==> src/rtl/input_wrapper.sv <==
`timescale 1ns/1ps
// Assembles two bus bytes (high first) into a 16-bit operand and hands it to the sine engine;
// start pulses 1 cycle after the low byte; ready drops from start until done, late bytes set ovf.
module input_wrapper #(
  parameter int unsigned TMO_CYCLES = 255
) (
  input  logic        clk,
  input  logic        rst,
  input  logic [7:0]  bus,
  input  logic        inReady,
  input  logic        done,
  output logic [15:0] x,
  output logic        start,
  output logic        ready,
  output logic [7:0]  word_cnt,
  output logic        ovf,
  output logic        tmo
);

  typedef enum logic [1:0] {
    WAIT_HI = 2'd0,
    WAIT_LO = 2'd1,
    START   = 2'd2,
    BUSY    = 2'd3
  } state_t;

  localparam logic [7:0] TMO_LAST = 8'(TMO_CYCLES - 1);

  state_t      state_q, state_d;
  logic [15:0] x_q, x_d;
  logic [7:0]  timer_q, timer_d;
  logic [7:0]  cnt_q, cnt_d;
  logic        ovf_q, ovf_d;
  logic        tmo_q, tmo_d;
  logic        start_q;
  logic        ready_c;

  assign ready_c = (state_q == WAIT_HI) || (state_q == WAIT_LO);

  always_comb begin
    state_d = state_q;
    x_d     = x_q;
    timer_d = timer_q;
    cnt_d   = cnt_q;
    ovf_d   = ovf_q;
    tmo_d   = tmo_q;

    case (state_q)
      WAIT_HI: begin
        if (inReady) begin
          x_d[15:8] = bus;
          timer_d   = 8'd0;
          state_d   = WAIT_LO;
        end
      end
      WAIT_LO: begin
        // A low byte landing on the timeout cycle still completes the word.
        if (inReady) begin
          x_d[7:0] = bus;
          state_d  = START;
        end else if (timer_q == TMO_LAST) begin
          tmo_d   = 1'b1;
          state_d = WAIT_HI;
        end else begin
          timer_d = timer_q + 8'd1;
        end
      end
      START: begin
        cnt_d   = cnt_q + 8'd1;
        state_d = BUSY;
      end
      BUSY: begin
        if (done) begin
          state_d = WAIT_HI;
        end
      end
      default: begin
        state_d = WAIT_HI;
      end
    endcase

    // Bytes offered while the engine owns x are dropped and only flagged.
    if (inReady && !ready_c) begin
      ovf_d = 1'b1;
    end
  end

  always_ff @(posedge clk) begin
    if (rst) begin
      state_q <= WAIT_HI;
      x_q     <= 16'd0;
      timer_q <= 8'd0;
      cnt_q   <= 8'd0;
      ovf_q   <= 1'b0;
      tmo_q   <= 1'b0;
      start_q <= 1'b0;
    end else begin
      state_q <= state_d;
      x_q     <= x_d;
      timer_q <= timer_d;
      cnt_q   <= cnt_d;
      ovf_q   <= ovf_d;
      tmo_q   <= tmo_d;
      start_q <= (state_d == START);
    end
  end

  assign x        = x_q;
  assign start    = start_q;
  assign ready    = ready_c;
  assign word_cnt = cnt_q;
  assign ovf      = ovf_q;
  assign tmo      = tmo_q;

endmodule

==> config.mk <==
export PLATFORM = sky130hd
export DESIGN_NAME = input_wrapper
export DESIGN_NICKNAME = d
export VERILOG_FILES = /design/src/rtl/input_wrapper.sv
export SDC_FILE = /design/constraint.sdc
export NUM_CORES = 1
export LEC_CHECK = 0
export ABC_AREA = 1
export CAP_MARGIN = 20
export CORE_MARGIN = 8
export CORE_UTILIZATION = 40
export DETAILED_ROUTE_END_ITERATION = 6
export PLACE_DENSITY = 0.71
export SKIP_CTS_REPAIR_TIMING = 1
export SYNTH_ARGS = -nofsm -noshare
export SYNTH_HDL_FRONTEND = slang
export SYNTH_SLANG_ARGS = --single-unit
==> constraint.sdc <==
create_clock -name clk -period 1.35 [get_ports clk]
set_clock_uncertainty 0.05 [all_clocks]
set_input_delay 0.405 -clock clk [delete_from_list [all_inputs] [get_ports clk]]
set_output_delay 0.405 -clock clk [all_outputs]
set_load 0.01 [all_outputs]
==> Slide: Implementation Results, run 1 <==
Physical Implementation Snapshot

Cells and area
  • Highest-count logic cell in the final layout: nand2_1
  • Fin cells: 338
  • Antenna Cells: 0
  • Seq area share: 0.291
  • Non-CTS buffers: 66

Final timing
  • RSZ-0062 raised after global routing: yes
  • Final setup violation count: 0
  • Final WS setup: 0.00714 ns

GRT
  • Tot GR Track Use: 0.137
  • Initial antenna violation count: 0

Critical path
  • Crit-path slowest cell: dfxtp_2
  • CP Launch Type: flop
  • CP Buf/Inv Count: 1
  • Arrival time at the worst endpoint: 1.47 ns
  • Worst R2R End: timer_q[5]

Flow run
  • Tool Warnings: 28

Clock network
  • CTS sink count: 37
  • H-tree depth: 2
  • Skew-Pair Late Insertion Delay: 0.28 ns

Routing
  • Post-route ant nets: 0
  • Pre-Repair DR Iteration Count: 4
  • DR WL met2: 2360 um

Synthesis
  • Yosys cell types: 25
  • # Cells Yosys: 220
  • Synth flops: 37
  • Synthesized area: 0.00162 mm2
  • Cell taking the most area after synthesis: dfxtp_1
  • YS chip area: 0.00162 mm2
  • Post-synth seq share: 0.456
  • Post-synthesis net count: 235
  • Biggest area cells: dfxtp_1, nand2_1, nor2_1

Floorplan
  • TAP cells: 50

Power and ir drop
  • Power Total: 2.64 mW
  • Leakage: 1.45 nW

Outcome
  • Status: completed

Worst hold path
  • Hold path depth: 2
  • Worst hold path type: flop to flop
-- run 1: cell usage after synthesis --
| master | count |
|---|---|
| nand3_1 | 17 |
| nor2_1 | 39 |
| nor2_4 | 3 |
| a31oi_1 | 1 |
| a21oi_1 | 22 |
| inv_2 | 3 |
| nand2_2 | 5 |
| clkbuf_1 | 2 |
| nand3b_1 | 2 |
| ha_1 | 3 |
| nor2_2 | 3 |
| or2_1 | 1 |
| buf_4 | 2 |
| nand2_4 | 2 |
| o21ai_0 | 10 |
| nor3_1 | 2 |
| o21a_1 | 1 |
| buf_2 | 2 |
| inv_1 | 13 |
| nand2_1 | 44 |
| dfxtp_1 | 37 |
| o21bai_1 | 1 |
| xor2_1 | 1 |
| nand3_2 | 1 |
| nand4_1 | 3 |
-- run 1: how the worst min path moves through the flow --
stage | end | start
after floorplan | timer_q[0] | timer_q[0]
final | x[3] | x[3]
after global routing | x[1] | x[1]
after detailed placement | x[0] | x[0]
after CTS | x[0] | x[0]
after global placement | x[4] | x[4]
-- run 1: power breakdown --
group | leakage (nW) | total [mW] | switching (mW) | internal, mW
logic | 1.09 | 0.474 | 0.245 | 0.229
registers | 0.302 | 1.19 | 0.0373 | 1.15
clock network | 0.0585 | 0.976 | 0.374 | 0.602
-- run 1: tightest hold or removal path, stage by stage, from the launching register on --
cell     delay [ns]
dfxtp_1        0.31
nand2_1        0.06
a21oi_1        0.05
-- run 1: kinds of logic after synthesis --
family                   synth area share
XOR/XNOR                          0.00539
AND-OR/OR-AND                       0.112
AND/OR/NAND/NOR                     0.347
flip-flops                          0.456
adder cells (fa/ha/maj)            0.0231
buffers and inverters              0.0570
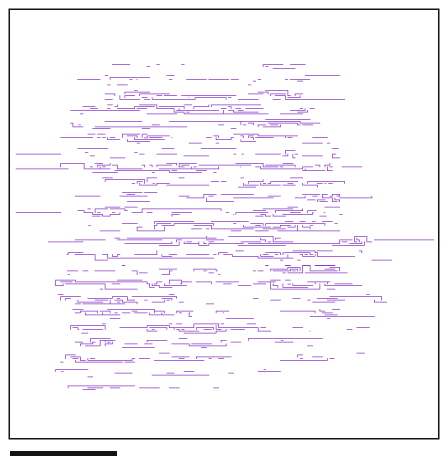
Fig. 1. The metal 1 layer (run 1).
Scale bar: 20 um.
wire length on this layer = 1850 um
nets with wire on the layer = 285
longest straight run = 24.4 um
main direction = horizontal
vias: 1623
final wirelength: 4480 um
met1 usage: 0.145

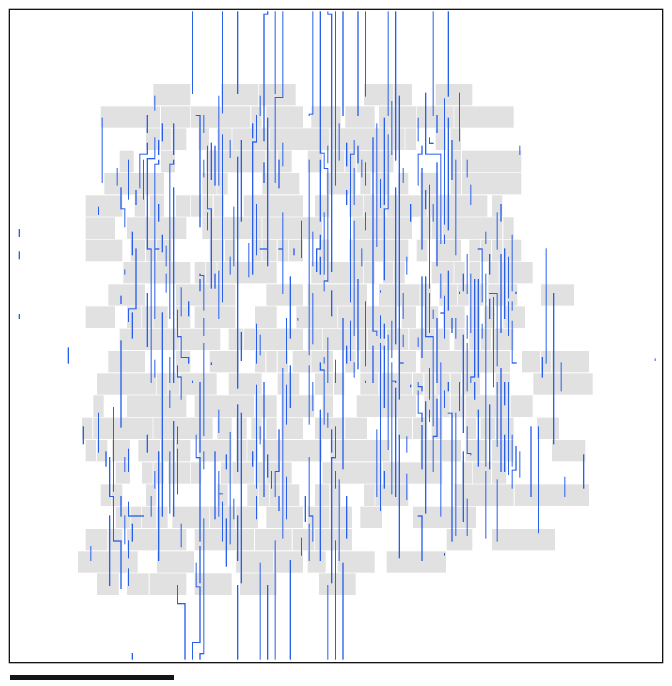
Fig. 2. Metal 2 (run 1).
Scale bar: 20 um.
main direction = vertical
nets with wire on the layer = 240
met2 usage: 0.240

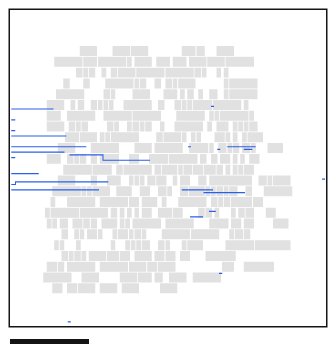
Fig. 3. M3 wires (run 1).
Scale bar: 20 um.
wire length on this layer = 165 um
longest straight run = 23.2 um
main direction = horizontal
M3 GR Usage: 0.0394

Fig. 4: run 1, placement density heat map
8 x 8 tiles, from white (low) to dark blue (high), 0 to 100% covered.
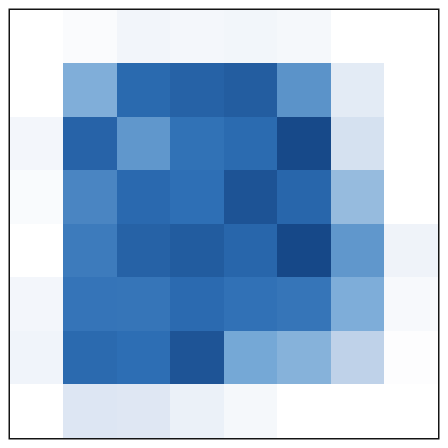

==> run 2: changes to the inputs <==
- CORE_UTILIZATION: 40 -> 44
- PLACE_DENSITY: 0.71 -> 0.76
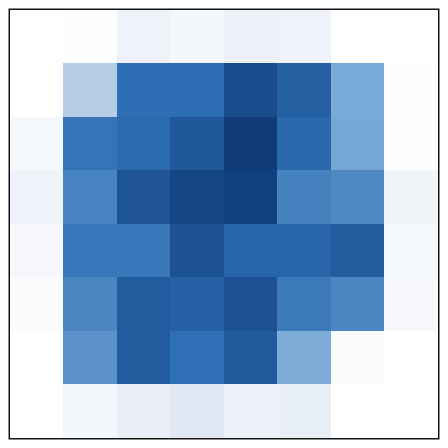
Fig. 5. Placement density heat map (run 2).
8 x 8 tiles, from white (low) to dark blue (high), 0 to 100% covered.
tiles over 75% full = 30%
densest ninth of the die = center
fullest tile = 95%
nearly empty tiles = 19%
emptiest ninth of the die = lower right
mean over tiles = 42%
core footprint: 0.00361 mm2
Init Core Util: 0.450
fin util: 0.707

==> Slide: Implementation Results, run 2 <==
Physical Implementation Snapshot

Outcome
  • Status: finished, violations left
  • Violated checks: negative setup slack

Power and ir drop
  • Seq. pwr: 1.19 mW (about the same)
  • Top power group: registers
  • Leakage: 1.44 nW (-0.83%)
  • Total internal power: 1.79 mW (-9.9%)
  • Reg power frac: 0.487 (+0.037)
  • Power Total: 2.44 mW (-7.5%)
  • Clk. pwr: 0.773 mW (-21%)
  • Clock share of power: 0.317 (-0.053)
  • Switching Fraction: 0.268 (+0.0195)
  • Comb power frac: 0.196 (+0.016)
  • NetSw: 0.655 mW (-0.22%)

Routing
  • Vias: 1640 (+1.0%)
  • Final wirelength: 4470 um (-0.13%)
  • Post-route ant nets: 0 (unchanged)
  • Pre-Repair DR Iteration Count: 4 (unchanged)

Final timing
  • Final setup violation count: 2 (+2)
  • Final WS setup: -0.0127 ns (-0.0199 ns)

Synthesis
  • Commonest cells post-synth: nand2_1, nor2_1, dfxtp_1
  • YS chip area: 0.00162 mm2 (unchanged)
  • Flip-flops with a built-in enable: 0 (unchanged)
  • Synth flops: 37 (unchanged)
  • Top-count cell post-synth: nand2_1
  • # Cells Yosys: 220 (unchanged)
  • Biggest area cells: dfxtp_1, nand2_1, nor2_1
  • Yosys cell types: 25 (unchanged)

Clock network
  • Skew-Pair Late Insertion Delay: 0.29 ns (about the same)
  • CTS sink count: 37 (unchanged)
  • H-tree depth: 2 (unchanged)

GRT
  • Tot GR Track Use: 0.143 (+0.00624)
  • Initial antenna violation count: 0 (unchanged)

Cells and area
  • Fin cells: 337 (-0.30%)

Critical path
  • Arrival time at the worst endpoint: 1.50 ns (+0.03 ns)
  • CP Buf/Inv Count: 1 (unchanged)
  • Worst R2R End: timer_q[5]

Worst hold path
  • Worst hold path type: flop to flop
  • Hold Path Origin: x[6]
  • Hold Path Sink: x[6]
[run 2: cell types whose count changed in the layout (fill, tap and decap cells not counted), moves of 2 or more]
cell | before | now
nor2_1 | 37 | 39
nand2_1 | 39 | 37
buf_4 | 23 | 26
nor3_1 | 2 | 0
[run 2: metal layers]
metal | vias up | part of all wire | global-route usage
met5 | - | 0 | 0
met4 | 0 | 0.014 | 0.0596
met3 | 6 | 0.037 | 0.0513
met2 | 22 | 0.52 | 0.242
met1 | 765 | 0.42 | 0.157
li1 | 847 | - | -
[run 2: worst reg2reg max path: cells and delay by family, from the launching register on]
family | cells | cell delay (ns)
compound gates | 1 | 0.13
fa+ha+maj | 1 | 0.13
buf+inv | 1 | 0.07
flops | 1 | 0.33
simple gates | 6 | 0.56
[run 2: cell type report]
| class | instances | area [um2] | share of cell area |
|---|---|---|---|
| repair buffers | 68 | 709 | 0.278 |
| flip-flops and latches | 37 | 744 | 0.292 |
| inverters | 16 | 65.1 | 0.0255 |
| multi-input cells | 161 | 886 | 0.347 |
| clock buffers | 7 | 86.3 | 0.0338 |
| well taps | 48 | 60.1 | 0.0235 |
[run 2: cells by family (layout without fill, tap and decap cells)]
kind of cell,Yosys count,after routing,synth area share
buffers and inverters,22,91,0.0570
and+or+nand+nor,122,122,0.347
adders and majority gates,3,3,0.0231
AOI/OAI and AO/OA,35,35,0.112
DFF,37,37,0.456
xor gates and xnor gates,1,1,0.00539
[run 2: worst max path at each step]
stage / depth (start not counted) / slack [ns] / end
floorplan: 8 / 0.04 / timer_q[1]
global placement: 8 / -0.33 / timer_q[6]
detailed placement: 8 / -0.37 / timer_q[6]
CTS: 2 / -0.31 / ready
global route: 9 / -0.11 / timer_q[5]
finish: 9 / -0.01 / timer_q[5]
Power is estimated from default activity; no workload was simulated.
